==> config.mk <==
export PLATFORM = sky130hd
export DESIGN_NAME = uart_rx_flat
export DESIGN_NICKNAME = d
export VERILOG_FILES = /design/src/rtl/uart_rx_if.sv /design/src/rtl/uart_rx.sv /design/src/flat_wrapper.sv
export SDC_FILE = /design/constraint.sdc
export NUM_CORES = 1
export LEC_CHECK = 0
export CELL_PAD_IN_SITES_DETAIL_PLACEMENT = 1
export CELL_PAD_IN_SITES_GLOBAL_PLACEMENT = 1
export CORE_MARGIN = 2
export CORE_UTILIZATION = 45
export CTS_BUF_LIST = sky130_fd_sc_hd__clkbuf_8
export CTS_CLUSTER_DIAMETER = 100
export DETAILED_ROUTE_END_ITERATION = 12
export DONT_BUFFER_PORTS = 1
export PLACE_DENSITY = 0.83
export SETUP_SLACK_MARGIN = 0.2
export SYNTH_ARGS = -nofsm -noshare
export SYNTH_HDL_FRONTEND = slang
export SYNTH_SLANG_ARGS = --single-unit
==> constraint.sdc <==
create_clock -name system_clk -period 2.1 [get_ports system_clk]
set_clock_uncertainty 0.15 [all_clocks]
set_input_delay 0.21 -clock system_clk [delete_from_list [all_inputs] [get_ports system_clk]]
set_output_delay 0.21 -clock system_clk [all_outputs]
set_load 0.005 [all_outputs]
### Congestion heat map

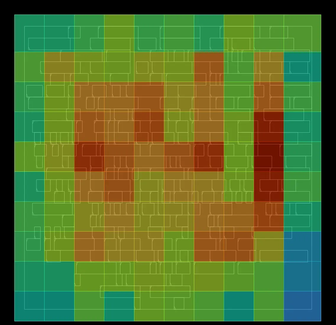
wire per inst: 19.47 µm
grt met2 use: 38.36%

### Routed metal, one colour a layer

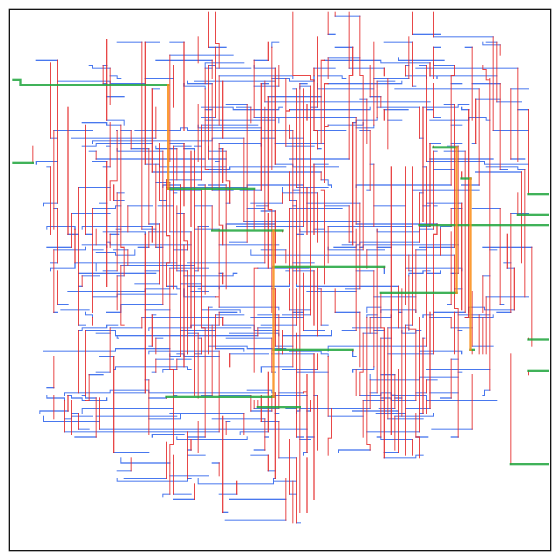
legend:
  orange:
    layer: met4
    wire_length: 76.8 µm
  red:
    layer: met2
    wire_length: 2,740 µm
  green:
    layer: met3
    wire_length: 136 µm
  blue:
    layer: met1
    wire_length: 2,050 µm
vias: 1,450
Total GRT Usage: 20.48%
routed wire length: 5005 µm

==> flow_metrics.tcl <==
# place-and-route summary
set metrics [dict create \
    seq_share_pct 43.53 \
    finalWorstSetupSlack_ns -0.2490 \
    comb_area_um2 950.9 \
    yosysSeqAreaShare_pct 55.16 \
    num-nets-final 213 \
    yosys_warnings 0 \
    status "complete, but fails checks" \
    die_h_um 70.68 \
    cpMostUsedCell "or4_4" \
    layout_top_cell "dfrtp_1" \
    antenna_found_initial 0 \
    post-place-ws_ns -0.2432 \
    drv_slew 0 \
    postLayoutCoreUtil_pct 58.62 \
    drtIter0Drc 52 \
    seq_area_um2 1104 \
    cp.arrival_ns 2.39 \
    drive_gt1_share_pct 38.05 \
    simple_gate_area_share_pct 19.95 \
    max_freq_ghz 0.4257 \
    cpPeakStageDelay_ns 0.57 \
    adder_share_pct 3.127 \
    antennaDiodeCount 0 \
    crit_chain "or4_4, or4_4, o21ai_2, nand2b_4, mux2_2" \
    n_fill_cell 462 \
    setup_viol 38 \
    clkCellAreaFrac_pct 4.393 \
    path_max_fanout 4 \
    violations "setup timing" \
    hpwl_um 3259 \
]
[synthesized netlist by cell type]
master / number
and3_1: 2
a22o_1: 2
nor3b_2: 1
nor4_1: 3
clkbuf_1: 3
a21oi_1: 1
o41a_1: 1
a31oi_1: 2
nand4bb_1: 1
inv_1: 6
dfrtp_1: 42
nor2b_1: 4
dfstp_2: 2
a21oi_4: 1
or2_2: 1
nand3_1: 7
nor3b_1: 2
and2_1: 1
o21ai_2: 1
nand2b_1: 3
or4bb_1: 1
o21ai_0: 1
xor2_1: 7
xnor2_1: 7
nor4_2: 1
or4_1: 1
ha_1: 5
nor2_1: 21
nand4_1: 5
and4_1: 2
or4_4: 2
nor4b_1: 1
mux2_2: 17
buf_6: 1
nand2_1: 9
nor3_1: 1
or3b_2: 1
[per-stage QoR]
step                hold WS [ns]  power [mW]  cells  cell area (µm²)
floorplan                -0.2356      0.8693    169             2007
detailed placement       -0.2341      0.8708    240             2235
global route             0.01571       1.583    257             2535
finish                   0.01769       1.536    257             2535
global placement         -0.2339      0.8701    240             2235
CTS                      0.01417       1.535    254             2419
[worst register-to-register path, delay by kind of cell, from the launching register on]
family	cells	cell delay (ns)
simple gates	3	1.23
flops	1	0.40
mux	1	0.26
compound gates	1	0.20
[power groups by stage]
stage                     Sequential [mW]  Combinational, mW  Clock, mW
after global routing                0.853             0.0283      0.702
after global placement              0.869            0.00102          0
final                               0.853             0.0250      0.658
after CTS                           0.853             0.0258      0.657
after detailed placement            0.870            0.00126          0
after floorplan                     0.868           0.000984          0
[per-layer routing]
metal	GRT usage, %	up-vias	wire [µm]
li1	-	658	-
met2	38.36	19	2741
met3	4.274	10	135
met4	5.660	0	76
met1	23.65	763	2050
met5	0	-	0
Power and IR drop assume default switching activity.
